**Met3 routing**

Bar = 50 um.
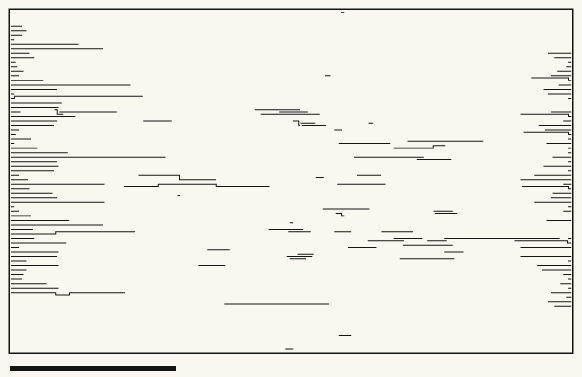
**Signal wires by layer**

Bar = 50 um.
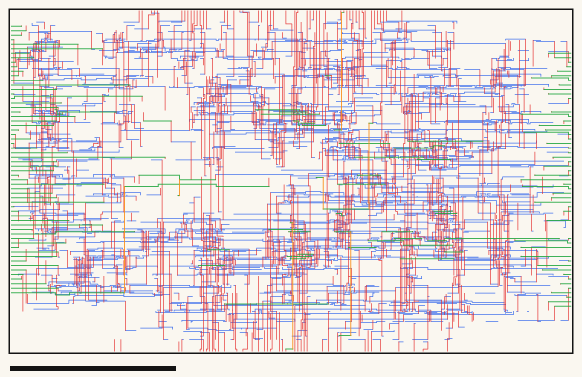
**Ports around the boundary**

Bar = 50 um. Pins as bars across the die edge, other pins in grey.
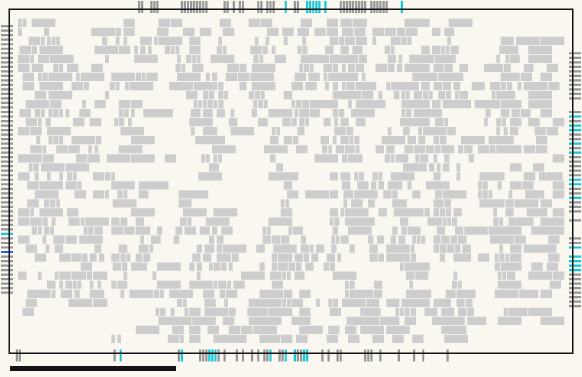
`src/rtl/fetch_pkg.sv`:
```
//------------------------------------------------------------------------------
// fetch_pkg : shared state encoding and reset constant for the fetch controller
// Revision  : 1.0
//------------------------------------------------------------------------------
`default_nettype none

package fetch_pkg;

   localparam logic [31:0] RESET_VECTOR_DEFAULT = 32'hBFC00000;

   typedef enum logic [1:0] {
      BOOT    = 2'd0,
      REQUEST = 2'd1,
      WAIT    = 2'd2,
      HOLD    = 2'd3
   } fetch_state_t;

endpackage

`default_nettype wire

```
`src/rtl/fetch_controller.sv`:
```
//------------------------------------------------------------------------------
// fetch_controller : single-outstanding instruction fetch with redirect/kill
// Revision         : 1.0
//------------------------------------------------------------------------------
`default_nettype none

module fetch_controller
   import fetch_pkg::*;
#(
   parameter int                  PC_WIDTH     = 32,
   parameter logic [PC_WIDTH-1:0] RESET_VECTOR = PC_WIDTH'(RESET_VECTOR_DEFAULT)
) (
   input  logic                clk,
   input  logic                rst,
   input  logic                redirect_valid,
   input  logic [PC_WIDTH-1:0] redirect_pc,
   input  logic                stall,
   output logic                imem_req,
   output logic [PC_WIDTH-1:0] imem_addr,
   input  logic                imem_gnt,
   input  logic                imem_rvalid,
   input  logic [PC_WIDTH-1:0] imem_rdata,
   output logic                fetch_valid,
   output logic [PC_WIDTH-1:0] fetch_pc,
   output logic [PC_WIDTH-1:0] fetch_instr,
   output logic [PC_WIDTH-1:0] pc_plusfour
);

   localparam logic [PC_WIDTH-1:0] c_pc_step = PC_WIDTH'(4);

   fetch_state_t        r_state;
   fetch_state_t        w_state_nxt;
   logic [PC_WIDTH-1:0] r_pc;
   logic [PC_WIDTH-1:0] w_pc_nxt;
   logic [PC_WIDTH-1:0] w_redir_pc;
   logic [PC_WIDTH-1:0] r_fetch_pc;
   logic [PC_WIDTH-1:0] r_fetch_instr;
   logic                r_kill;
   logic                w_kill_nxt;
   logic                r_fetch_valid;
   logic                w_valid_nxt;
   logic                w_load;
   logic                w_req;
   logic                w_unused_bits;

   // Redirect targets are word aligned; the low two bits are dropped.
   assign w_redir_pc    = {redirect_pc[PC_WIDTH-1:2], 2'b00};
   assign w_unused_bits = ^redirect_pc[1:0];

   always_ff @(posedge clk) begin
      if (rst) begin
         r_state <= BOOT;
      end else begin
         r_state <= w_state_nxt;
      end
   end

   always_comb begin
      w_state_nxt = r_state;
      w_pc_nxt    = r_pc;
      w_kill_nxt  = r_kill;
      w_valid_nxt = r_fetch_valid;
      w_load      = 1'b0;
      w_req       = 1'b0;

      case (r_state)
         BOOT: begin
            w_state_nxt = REQUEST;
         end

         REQUEST: begin
            w_req = 1'b1;
            if (redirect_valid) begin
               w_pc_nxt = w_redir_pc;
            end
            if (imem_gnt) begin
               // A redirect accepted alongside the grant poisons that response.
               w_state_nxt = WAIT;
               w_kill_nxt  = redirect_valid;
            end
         end

         WAIT: begin
            if (imem_rvalid) begin
               if (redirect_valid || r_kill) begin
                  w_kill_nxt  = 1'b0;
                  w_state_nxt = REQUEST;
                  if (redirect_valid) begin
                     w_pc_nxt = w_redir_pc;
                  end
               end else begin
                  w_load      = 1'b1;
                  w_valid_nxt = 1'b1;
                  w_state_nxt = HOLD;
               end
            end else if (redirect_valid) begin
               w_pc_nxt   = w_redir_pc;
               w_kill_nxt = 1'b1;
            end
         end

         HOLD: begin
            if (redirect_valid) begin
               w_valid_nxt = 1'b0;
               w_pc_nxt    = w_redir_pc;
               w_state_nxt = REQUEST;
            end else if (!stall) begin
               w_valid_nxt = 1'b0;
               w_pc_nxt    = r_pc + c_pc_step;
               w_state_nxt = REQUEST;
            end
         end

         default: begin
            w_state_nxt = BOOT;
         end
      endcase
   end

   always_ff @(posedge clk) begin
      if (rst) begin
         r_pc          <= RESET_VECTOR;
         r_kill        <= 1'b0;
         r_fetch_valid <= 1'b0;
         r_fetch_pc    <= RESET_VECTOR;
         r_fetch_instr <= '0;
      end else begin
         r_pc          <= w_pc_nxt;
         r_kill        <= w_kill_nxt;
         r_fetch_valid <= w_valid_nxt;
         if (w_load) begin
            r_fetch_pc    <= r_pc;
            r_fetch_instr <= imem_rdata;
         end
      end
   end

   // No request may escape while reset is held, whatever the current state.
   assign imem_req    = w_req & ~rst;
   assign imem_addr   = r_pc;
   assign fetch_valid = r_fetch_valid;
   assign fetch_pc    = r_fetch_pc;
   assign fetch_instr = r_fetch_instr;
   assign pc_plusfour = r_fetch_pc + c_pc_step;

endmodule

`default_nettype wire

```
`config.mk`:
```
export PLATFORM = sky130hd
export DESIGN_NAME = fetch_controller
export DESIGN_NICKNAME = d
export VERILOG_FILES = /design/src/rtl/fetch_pkg.sv /design/src/rtl/fetch_controller.sv
export SDC_FILE = /design/constraint.sdc
export NUM_CORES = 1
export LEC_CHECK = 0
export ABC_CLOCK_PERIOD_IN_PS = 2500
export CELL_PAD_IN_SITES_DETAIL_PLACEMENT = 0
export CELL_PAD_IN_SITES_GLOBAL_PLACEMENT = 1
export CORE_ASPECT_RATIO = 0.6
export CORE_MARGIN = 2
export CORE_UTILIZATION = 30
export DETAILED_ROUTE_END_ITERATION = 8
export PLACE_DENSITY_LB_ADDON = 0.15
export SYNTH_ARGS = -nofsm -noshare
export SYNTH_HDL_FRONTEND = slang
export SYNTH_SLANG_ARGS = --single-unit
```
`constraint.sdc`:
```
create_clock -name clk -period 2.5 [get_ports clk]
set_input_delay 0.5 -clock clk [delete_from_list [all_inputs] [get_ports clk]]
set_output_delay 0.5 -clock clk [all_outputs]
set_load 0.05 [all_outputs]
```
==> impl_metrics.json <==
{
  "finish.cell_count_without_fillers": 1088,
  "final_nets": 950,
  "worst_setup_path_start_kind": "flop",
  "maxSlewViolCount": 0,
  "placed_cells": 1063,
  "r2r-start": "imem_addr[2]$_SDFFE_PP0P_",
  "pre_cts_slack_ps": 19.84,
  "power_density_nw_per_um2": 444.9,
  "flop_cell": "dfxtp_1",
  "hold_path_depth": 2,
  "violations": "negative setup slack",
  "number_of_antenna_violations_at_the_first_check_in_global_routing": 0,
  "fillCellCount": 1493,
  "post-route-min-period_ps": 2571,
  "whs_endpoint": "fetch_instr[18]$_SDFFE_PP0P_",
  "clkSlewWorstSetupHoldPaths_ps": 80,
  "cp_top_family": "simple AND/OR/NAND/NOR gates",
  "drt_pre_antenna_iters": 4,
  "number_of_global_route_vias_before_repair": 5274,
  "leak_pwr_nw": 3.131,
  "avgSynthCellArea_um2": 7.501,
  "floorplan.io_pins": 200,
  "maxClockFrequency_ghz": 0.3890,
  "unrepaired_setup_endpoints_after_global_routing": "true",
  "hold-worst-slack_ps": 453.8,
  "dieArea_um2": 17450,
  "run_status": "complete, but fails checks",
  "power.ir.vdd_worst_uv": 313.7,
  "floorplan_core_area_um2": 16130,
  "synth_cells": 655,
  "openroad_warning_count": 33,
  "cp.required_ps": 2000,
  "cts_tree": "yes",
  "detail_route.drc_violations": 0,
  "critical_path.reg2reg.endpoint": "imem_addr[18]$_SDFFE_PP0P_",
  "worst-path-max-fanout": 3,
  "pin_count_of_the_biggest_net_entering_global_routing": 52,
  "postSynthSeqShare": 0.3911,
  "slack_of_the_worst_reg_to_reg_path_ps": 220,
  "floorplan.rows": 36,
  "enable_flop_cells": 0,
  "layout_top_cells": "nand2_1 (162), clkdlybuf4s50_1 (162), a21oi_1 (80), dfxtp_1 (75), buf_4 (57)",
  "syn-cell-area_um2": 4913,
  "path_class": "reg -> out",
  "fin_worst_skew_ps": 7.684,
  "detailedRoute.firstIterationViolations": 321,
  "floorplan_stage_core_utilization": 0.3047,
  "ctsHtreeMaxLevel": 3,
  "worst_path_largest_cell_delay_ps": 340,
  "cts-buffers-inserted": 9,
  "worst-path-buf-inv": 3,
  "critical_path.cell_chain": "nand4_1 -> buf_4 -> nor4_4 -> and2_4 -> buf_8 -> nand3_4 -> xnor2_4 -> buf_12",
  "finalSetupViolations": 10,
  "final-comb-area_um2": 3179,
  "worst-endpoint-arrival_ps": 2070,
  "ys.flops": 96,
  "netlist-cell-type-count": 60,
  "fin_area_um2": 8459,
  "fraction_of_synthesis_flops_using_an_asynchronous_set_or_reset_pin": 0,
  "clock_path_buffers": 2,
  "clock-root-buffer": "clkbuf_16",
  "gr-total-overflow": 0,
  "synth.yosys.num_cells": 655,
  "max_slew.worst_pin.slew_ps": 699.3,
  "hold_viol": 0,
  "gp_congestion": 0.8392,
  "clock_sink_count": 96,
  "worstHoldPathType": "reg -> reg",
  "place_hpwl_mm": 12.82,
  "clk_latency_ps": 340,
  "hold_path_startpoint": "fetch_instr[18]$_SDFFE_PP0P_",
  "timing.final.crit_share": 1.028,
  "grt_pass1_wl_mm": 27.55,
  "cap_violations": 0,
  "yosysWarnings": 0,
  "final_antenna_net_count": 0,
  "flop_area_um2": 1971,
  "syn_to_final_growth_pct": 72.17,
  "critical_path_endpoint_category": "output port",
  "antenna-diode-count": 0,
  "worst_r2r_path_depth": 6,
  "final_layout_size_suffix_gt1_frac": 0.2150,
  "post-route-worst-setup-slack_ps": -70.88,
  "detail_route.vias_per_cell": 5.004,
  "ys_area_um2": 4913,
  "dpl_cell_area_um2": 7860,
  "finish.utilization": 0.5246,
  "critical-path-slowest-cell": "dfxtp_4",
  "max_transition_margin": 0.5333
}
About 'met3 routing':
share of all routed wire = 8.6%
longest straight run = 46.2 um
met3 usage: 0.06833
detailed-route via count: 5444
final wirelength: 17.44 mm

About 'signal wires by layer':
blue -> metal 1  # wire length 8460 um
red -> metal 2  # wire length 7300 um
green -> metal 3  # wire length 1500 um
orange -> metal 4  # wire length 177 um
average wire length per cell after detail routing: 16.03 um
aggregate global-route resource usage: 0.1989

About 'ports around the boundary':
blue -> stall  # pins 1, direction input, edge west
cyan -> imem_addr  # pins 32, direction output, edge 13 east, 10 south, 8 north, 1 west
all pins by edge = 60 west, 50 east, 49 north, 41 south
width of the die: 169.2 um
floorplan die height: 103.1 um
Buffers on Ports: 191

-- through the flow --
step | power (mW) | TNS (ps)
finish | 3.763 | -401.5
global route | 3.928 | -1571
CTS | 3.809 | -522.4
detailed placement | 2.445 | 0
global placement | 2.433 | 0
floorplan | 2.097 | 0
-- where the power goes --
group / leakage (nW) / internal, mW / switching [mW]
registers: 0.789 / 1.57 / 0.0609
logic: 2.20 / 0.323 / 0.460
clock network: 0.139 / 0.694 / 0.653
-- layout make-up --
cell class / instances / area share
Inverter: 9 / 0.003993
Tap cell: 209 / 0.03091
Timing Repair Buffer: 255 / 0.3226
Sequential cell: 96 / 0.2330
Clock inverter: 7 / 0.007100
Multi-Input combinational cell: 503 / 0.3758
Clock buffer: 9 / 0.02662
-- state kept, by name (all words and copies together), names as in the netlist --
| signal | count |
|---|---|
| imem_addr | 30 |
| fetch_valid | 1 |
| r_state | 2 |
| r_kill | 1 |
| fetch_pc | 30 |
| fetch_instr | 32 |
-- worst max path at each step --
stage	startpoint	to	slack [ps]	depth (start not counted)
floorplan	fetch_pc[6]$_SDFFE_PP0P_	pc_plusfour[29]	2	5
global placement	fetch_pc[3]$_SDFFE_PP0P_	pc_plusfour[31]	70	7
detailed placement	redirect_valid	imem_addr[21]$_SDFFE_PP0P_	20	6
CTS	fetch_pc[3]$_SDFFE_PP0P_	pc_plusfour[28]	-110	8
global route	fetch_pc[9]$_SDFFE_PP0P_	pc_plusfour[30]	-160	8
finish	fetch_pc[9]$_SDFFE_PP0P_	pc_plusfour[28]	-70	8
-- repair_timing --
action	CTS	global route
pin swaps	17	15
resized	31	17
endpoints found under the setup margin	15	15
hold buffers	0	0
buffers inserted	8	2
-- cells by family after synthesis --
kind of cell             after synthesis  share of synthesized area
AND-OR/OR-AND                        161                     0.2009
other                                  1                  0.0007632
adder cells (fa/ha/maj)                6                    0.01528
multiplexers                           3                   0.006112
XOR/XNOR                              28                    0.04991
buffers and inverters                 61                    0.05653
flip-flops                            96                     0.3911
AND/OR/NAND/NOR                      299                     0.2793
-- metal layers --
metal  share of wire  vias to the layer above  track usage
met4           0.010                        0      0.04471
li1                -                     2712            -
met2            0.42                      207       0.3014
met3           0.086                       14      0.06833
met1            0.48                     2511       0.2739
met5               0                        -            0
-- worst min-delay path: stages (launching register included) --
cell	delay, ps
dfxtp_1	310
nand2_1	50
a21oi_1	50
-- cells in the mapped netlist, drive strengths merged (3+ instances only) --
library cell / instances / area [um^2]
a211oi: 10 / 85.08
a21oi: 80 / 400.4
and2: 4 / 25.02
and3: 7 / 43.79
and4: 8 / 71.32
buf: 15 / 105.1
clkbuf: 37 / 138.9
dfxtp: 96 / 1922
ha: 6 / 75.07
inv: 9 / 33.78
mux2i: 3 / 30.03
nand2: 164 / 615.6
nand2b: 3 / 18.77
nand3: 34 / 170.2
nand4: 14 / 100.1
nor2: 36 / 135.1
nor2b: 3 / 18.77
nor3: 8 / 40.04
nor4: 8 / 62.56
o211ai: 3 / 22.52
o21a: 4 / 30.03
o21ai: 26 / 130.1
o22ai: 6 / 37.54
o31ai: 8 / 70.06
xnor2: 20 / 175.2
xor2: 8 / 70.07
Power and IR drop assume default switching activity.
